--- src/rtl/lfsr_encrypt_stream_if.sv ---
// Stream bundle for lfsr_encrypt_stream.
//   char_*  : ASCII character source -> encryptor (valid/ready, char_last marks the final char)
//   out_*   : encryptor -> encrypted byte sink (valid/ready, out_idx is the byte position in the frame)
// master = environment side (char source + byte sink), slave = the encryptor.
interface lfsr_encrypt_stream_if;
  logic       char_valid;
  logic [7:0] char_data;
  logic       char_last;
  logic       char_ready;
  logic       out_valid;
  logic [7:0] out_data;
  logic [5:0] out_idx;
  logic       out_ready;

  modport master (
    output char_valid, char_data, char_last, out_ready,
    input  char_ready, out_valid, out_data, out_idx
  );

  modport slave (
    input  char_valid, char_data, char_last, out_ready,
    output char_ready, out_valid, out_data, out_idx
  );
endinterface

--- src/rtl/lfsr_encrypt_stream.sv ---
// lfsr_encrypt_stream: frames an ASCII message into a fixed-length byte stream
// whitened by a 7-bit Fibonacci-style LFSR. A frame is: pre_length pad bytes,
// then one byte per consumed character, then pad bytes up to MSG_BYTES.
//   clk, init_n  : clock, synchronous active-low reset
//   req / ack    : frame start request / frame complete (held in DONE)
//   pre_length   : leading pad byte count (clamped to >= 10)
//   lfsr_ptrn    : LFSR feedback tap mask
//   lfsr_init    : LFSR seed (0 is replaced by 7'h01)
//   s            : char source / byte sink stream bundle (slave side)
// Build option: define ENC_PARITY_EN to put even parity in out_data[7];
// otherwise out_data[7] is 0.
module lfsr_encrypt_stream #(
  parameter int MSG_BYTES = 64,
  parameter int MAX_CHARS = 52
) (
  input  logic       clk,
  input  logic       init_n,
  input  logic       req,
  output logic       ack,
  input  logic [3:0] pre_length,
  input  logic [6:0] lfsr_ptrn,
  input  logic [6:0] lfsr_init,
  lfsr_encrypt_stream_if.slave s
);

  typedef enum logic [2:0] {IDLE, PRE, MSG, POST, DONE} state_t;

  localparam logic [5:0] LAST_IDX  = 6'(MSG_BYTES - 1);
  localparam logic [6:0] LAST_CHAR = 7'(MAX_CHARS - 1);

  state_t     state_q;
  logic [3:0] pre_q;
  logic [6:0] ptrn_q;
  logic [6:0] lfsr_q;
  logic [6:0] lfsr_d;
  logic [5:0] idx_q;
  logic [6:0] nchar_q;
  logic       ack_q;

  logic       in_msg;
  logic       active;
  logic       xfer;
  logic [7:0] char_off;
  logic [6:0] pad;
  logic [6:0] enc;
  logic       unused_char_off7;

  assign in_msg = (state_q == MSG);
  assign active = (state_q == PRE) || in_msg || (state_q == POST);

  // In MSG the byte sink and char source are tied together so every char
  // handshake is exactly one output byte in the same cycle.
  assign s.char_ready = in_msg & s.out_ready;
  assign s.out_valid  = in_msg ? s.char_valid : active;
  assign xfer         = s.out_valid & s.out_ready;

  // Wraparound subtract; only the low 7 bits are used.
  assign char_off         = s.char_data - 8'h20;
  assign unused_char_off7 = char_off[7];
  assign pad              = in_msg ? char_off[6:0] : 7'h00;
  assign enc              = pad ^ lfsr_q;

`ifdef ENC_PARITY_EN
  assign s.out_data = active ? {^enc, enc} : 8'h00;
`else
  assign s.out_data = active ? {1'b0, enc} : 8'h00;
`endif

  assign s.out_idx = idx_q;
  assign ack       = ack_q;
  assign lfsr_d    = {lfsr_q[5:0], ^(lfsr_q & ptrn_q)};

  always_ff @(posedge clk) begin
    if (!init_n) begin
      state_q <= IDLE;
      pre_q   <= '0;
      ptrn_q  <= '0;
      lfsr_q  <= '0;
      idx_q   <= '0;
      nchar_q <= '0;
      ack_q   <= 1'b0;
    end else begin
      case (state_q)
        IDLE, DONE: begin
          // DONE restarts directly on req with a fresh configuration latch.
          if (req) begin
            pre_q   <= (pre_length < 4'd10) ? 4'd10 : pre_length;
            ptrn_q  <= lfsr_ptrn;
            lfsr_q  <= (lfsr_init == 7'h00) ? 7'h01 : lfsr_init;
            idx_q   <= '0;
            nchar_q <= '0;
            ack_q   <= 1'b0;
            state_q <= PRE;
          end
        end
        PRE: begin
          if (xfer) begin
            lfsr_q <= lfsr_d;
            idx_q  <= idx_q + 6'd1;
            if (idx_q == {2'b00, pre_q} - 6'd1) state_q <= MSG;
          end
        end
        MSG: begin
          if (xfer) begin
            lfsr_q  <= lfsr_d;
            idx_q   <= idx_q + 6'd1;
            nchar_q <= nchar_q + 7'd1;
            // Frame length wins over message length: leftover chars stay unconsumed.
            if (idx_q == LAST_IDX) begin
              state_q <= DONE;
              ack_q   <= 1'b1;
            end else if (s.char_last || nchar_q == LAST_CHAR) begin
              state_q <= POST;
            end
          end
        end
        POST: begin
          if (xfer) begin
            lfsr_q <= lfsr_d;
            idx_q  <= idx_q + 6'd1;
            if (idx_q == LAST_IDX) begin
              state_q <= DONE;
              ack_q   <= 1'b1;
            end
          end
        end
        default: state_q <= IDLE;
      endcase
    end
  end

endmodule

--- src/flat_wrapper.sv ---
// flat-port wrapper written by rule: the top's interface ports become plain ports
module lfsr_encrypt_stream_flat 
#(
  parameter int MSG_BYTES = 64,
  parameter int MAX_CHARS = 52
)
  (clk, init_n, req, ack, pre_length, lfsr_ptrn, lfsr_init, s_char_valid, s_char_data, s_char_last, s_out_ready, s_char_ready, s_out_valid, s_out_data, s_out_idx);
  lfsr_encrypt_stream_if s_i ();
  input  logic clk;
  input  logic init_n;
  input  logic req;
  output logic ack;
  input  logic [3:0] pre_length;
  input  logic [6:0] lfsr_ptrn;
  input  logic [6:0] lfsr_init;
  input wire logic [$bits(s_i.char_valid)-1:0] s_char_valid;
  input wire logic [$bits(s_i.char_data)-1:0] s_char_data;
  input wire logic [$bits(s_i.char_last)-1:0] s_char_last;
  input wire logic [$bits(s_i.out_ready)-1:0] s_out_ready;
  output wire logic [$bits(s_i.char_ready)-1:0] s_char_ready;
  output wire logic [$bits(s_i.out_valid)-1:0] s_out_valid;
  output wire logic [$bits(s_i.out_data)-1:0] s_out_data;
  output wire logic [$bits(s_i.out_idx)-1:0] s_out_idx;
  assign s_i.char_valid = s_char_valid;
  assign s_i.char_data = s_char_data;
  assign s_i.char_last = s_char_last;
  assign s_i.out_ready = s_out_ready;
  assign s_char_ready = s_i.char_ready;
  assign s_out_valid = s_i.out_valid;
  assign s_out_data = s_i.out_data;
  assign s_out_idx = s_i.out_idx;
  lfsr_encrypt_stream #(.MSG_BYTES(MSG_BYTES), .MAX_CHARS(MAX_CHARS)) u_core (.clk(clk), .init_n(init_n), .req(req), .ack(ack), .pre_length(pre_length), .lfsr_ptrn(lfsr_ptrn), .lfsr_init(lfsr_init), .s(s_i));
endmodule
--- config.mk ---
export PLATFORM = sky130hd
export DESIGN_NAME = lfsr_encrypt_stream_flat
export DESIGN_NICKNAME = d
export VERILOG_FILES = /design/src/rtl/lfsr_encrypt_stream_if.sv /design/src/rtl/lfsr_encrypt_stream.sv /design/src/flat_wrapper.sv
export SDC_FILE = /design/constraint.sdc
export NUM_CORES = 1
export LEC_CHECK = 0
export CAP_MARGIN = 20
export CORE_ASPECT_RATIO = 2
export CORE_MARGIN = 2
export CORE_UTILIZATION = 50
export CTS_CLUSTER_SIZE = 20
export DETAILED_ROUTE_END_ITERATION = 6
export PLACE_DENSITY = 0.8
export SYNTH_ARGS = -nofsm -noshare
export SYNTH_HDL_FRONTEND = slang
export SYNTH_SLANG_ARGS = --single-unit
--- constraint.sdc ---
create_clock -name clk -period 3.8 [get_ports clk]
set_clock_uncertainty 0.2 [all_clocks]
set_input_delay 1.14 -clock clk [delete_from_list [all_inputs] [get_ports clk]]
set_output_delay 1.14 -clock clk [all_outputs]
set_load 0.005 [all_outputs]
==> summary.txt, run 1 <==
yosys + openroad results -> vertical die size 93.0 um, combinational cell power 0.619 mW, Non-clk invs 7, AND/OR/NAND/NOR Cells, Area Fraction 30.8%, reg-to-reg startpoint u_core.state_q[1], CTS tree done, synth-to-layout area growth 30.9%, I/O pin count 49, largest net degree at the start of global routing 18, status finished, final reports clean, adder share 1.90%, placed instance area 2500 sq um, die x size 48.5 um, Layout fillers 347, Max-area cell share 35.4%, DRC Markers 0, Std-Cell Rows 32, Non-Clock Buffer Count 53, CP endpoint kind output port, Worst EP arrival 2.41 ns, clk cell area share 3.29%, NetSw 0.557 mW, worst hold path type reg2reg, fp_density 51.5%, leakage power 0.959 nW, Sw Ratio 39.2%, ys flop type dfxtp_1, CTS Buffer Depth 2, largest area contributor in the netlist dfxtp_1, Startpoint Class primary input, global route overflow 0, Fin. Hold Viols 0, final setup fails 0, Pwr Density 549 nW/um^2, seq pwr 0.540 mW, combinational share of cell area 46.2%, Clock Power Share 18.4%, Comb power frac 43.6%, GPL Wtd Cong 0.840, Log Warnings 27, post-DR vias/cell 5.45, die area 4510 sq um, Slew headroom 64.6%, WHS 0.259 ns, Post-CTS Resized 1, Post-Syn Nets 291, XOR/XNOR Area Share 12.0%, RR Endpoint u_core.nchar_q[5], buffer and inverter count on the worst path 2, ys async rst share 0%, worst slack, placed -0.0908 ns, routed length per instance 14.0 um, cycle use final 98.7%, EDFF count, synth 0, crit path cell chain clkdlybuf4s50_1 -> nand2_1 -> xor2_1 -> nor2_1 -> clkdlybuf4s50_1, largest combinational cell category by area simple AND/OR/NAND/NOR gates, Max stage delay on crit path 0.50 ns, Synth Seq Share 35.4%, Biggest consumer combinational logic, WL met3 184 um, H-Tree Depth 2, most common library cells after synthesis 52 x nand2_1, 36 x nor2_1, 35 x dfxtp_1, 17 x a21oi_1, 16 x xor2_1, Overall Power 1.42 mW, Top cell excl fill/tap nand2_1, ANT nets after route 0, Setup CP Type in2out, YS chip area 1980 sq um, Tapcells 51, Port Buf Inserts 46, Area contributors post-synth dfxtp_1 35%, nand2_1 9.9%, xor2_1 7.1%, nor2_1 6.8%, xnor2_1 4.9%, Placed Cells 347, Cells after Synth 256, Slew @ Worst Pin 0.530 ns, reg2reg path depth 5, Final Instance Count excl. Fillers 355, Clock Sinks 35, buffering overhead 20.0%, Multi-In Gates 201, worst hold endpoint u_core.ptrn_q[4], Slew Limit Fails 0, First-pass DRT Iterations 4, Setup crit end s_out_data[0], Gate Area 1200 sq um, min Tclk post-route 3.75 ns, Overall Global Routing Usage 24.3%, Power Clock 0.261 mW, DR top layer met4, post-layout instance area 2590 sq um, total CTS buffers 5, Top class by area combinational gates, top-count cell post-synth nand2_1, clock buffers 6
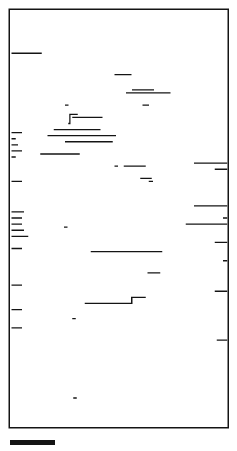
*Metal 3, run 1*
The bar under the picture is 10 um long.
The layer carries 185 um of wire. The longest straight run is 15.6 um.
met3 usage: 3.39%
final wirelength: 4980 um
via count: 1936

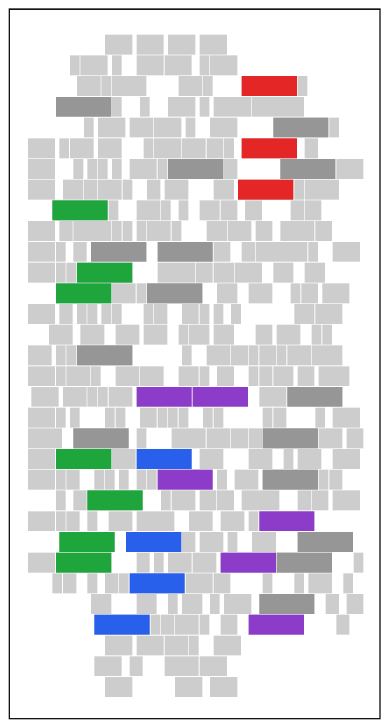
*Sequential cells grouped by signal name, run 1*
Other sequential cells in the stronger grey, the rest of the logic in the fainter grey.
Green shows `u_core.ptrn_q`, flops 7. Blue shows `u_core.pre_q`, flops 4, where bottom middle. Purple shows `u_core.s.out_idx`, flops 6. Red shows `u_core.state_q`, flops 3.
Another 15 sequential cells are not coloured.
register area: 701 sq um
flop share of the area: 27.1%
Core Util, Final: 67.4%

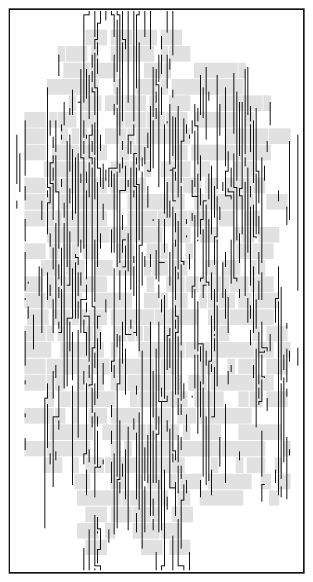
*Metal 2, run 1*
The layer holds 58% of the routed length. The layer carries 2890 um of wire.
GRT met2 Usage: 46.2%

### Gate families picked out, run 1

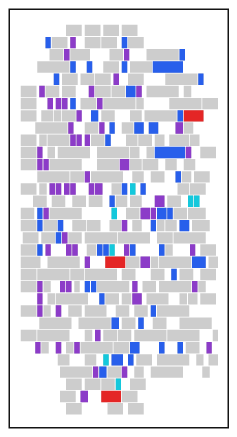

==> run 2, diff against run 1 <==
--- a/config.mk
+++ b/config.mk
@@ -11,7 +11,9 @@
 export CORE_UTILIZATION = 50
 export CTS_CLUSTER_SIZE = 20
 export DETAILED_ROUTE_END_ITERATION = 6
-export PLACE_DENSITY = 0.8
+export DONT_BUFFER_PORTS = 1
+export PLACE_DENSITY = 0.64
+export SLEW_MARGIN = 10
 export SYNTH_ARGS = -nofsm -noshare
 export SYNTH_HDL_FRONTEND = slang
 export SYNTH_SLANG_ARGS = --single-unit
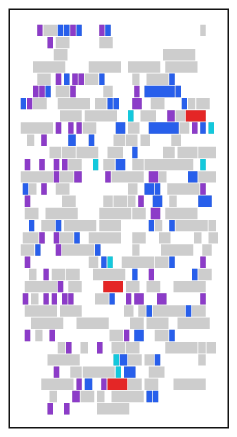
*Gate families picked out, run 2*
Purple shows NAND gates, cells 60. Red shows adder and majority cells, cells 3. Cyan shows inverters, cells 7. Blue shows NOR gates, cells 49.
Final Instance Count excl. Fillers: 305
Top cell excl fill/tap: nand2_1
combinational share of cell area: 56.2%

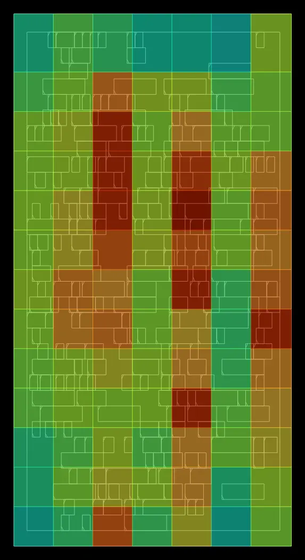
*Routing congestion map, run 2*
routed length per instance: 15.1 um
Top Usage Layer GRT: met2

==> run 2 against run 1 <==
  * Synthesized cell count stayed put
  * Clock power increased by 34%
  * Clock-buffer cell count is the same
  * Sequential power is essentially flat
  * Highest routed layer unchanged
  * Cell area down 18%
  * Critical endpoint unchanged
  * Global-route usage shrank 2.9 points
  * First-iteration DRC count decreased by 19%
==> summary.txt, run 2 <==
yosys + openroad results -> status finished, final reports clean, Overall Global Routing Usage 21.4%, Worst EP arrival 1.75 ns, Max-area cell share 35.4%, clock buffers 6, worst slack, placed 0.870 ns, Gate Area 1190 sq um, Biggest consumer sequential cells, adder share 1.90%, Layout fillers 408, synth-to-layout area growth 7.34%, Placed Cells 297, worst hold endpoint u_core.ptrn_q[4], YS chip area 1980 sq um, Post-CTS Resized 0, Synth Seq Share 35.4%, Multi-In Gates 201, Port Buf Inserts 0, Comb power frac 35.8%, total CTS buffers 5, global route overflow 0, buffer and inverter count on the worst path 0, GPL Wtd Cong 0.815, Slew @ Worst Pin 0.791 ns, ANT nets after route 0, post-DR vias/cell 5.69, Post-Syn Nets 291, Std-Cell Rows 32, XOR/XNOR Area Share 12.0%, die x size 48.5 um, Sw Ratio 38.4%, largest net degree at the start of global routing 25, Pwr Density 655 nW/um^2, placed instance area 2010 sq um, Top class by area combinational gates, post-layout instance area 2120 sq um, H-Tree Depth 2, DRC Markers 0, Setup CP Type reg2out, most common library cells after synthesis 52 x nand2_1, 36 x nor2_1, 35 x dfxtp_1, 17 x a21oi_1, 16 x xor2_1, top-count cell post-synth nand2_1, seq pwr 0.542 mW, Area contributors post-synth dfxtp_1 35%, nand2_1 9.9%, xor2_1 7.1%, nor2_1 6.8%, xnor2_1 4.9%, combinational cell power 0.497 mW, largest combinational cell category by area simple AND/OR/NAND/NOR gates, EDFF count, synth 0, ys async rst share 0%, AND/OR/NAND/NOR Cells, Area Fraction 30.8%, First-pass DRT Iterations 4, Startpoint Class flop, Slew Limit Fails 0, GRT met2 Usage 40.0%, largest area contributor in the netlist dfxtp_1, final wirelength 4610 um, Slew headroom 47.2%, via count 1736, Tapcells 51, Clock Power Share 25.2%, Non-Clock Buffer Count 3, fp_density 51.5%, Fin. Hold Viols 0, leakage power 0.748 nW, Power Clock 0.351 mW, Setup crit end s_out_data[0], Core Util, Final 55.2%, CTS tree done, ys flop type dfxtp_1, met3 usage 5.48%, Cells after Synth 256, register area 701 sq um, RR Endpoint u_core.nchar_q[5]
Power and IR drop assume default switching activity.
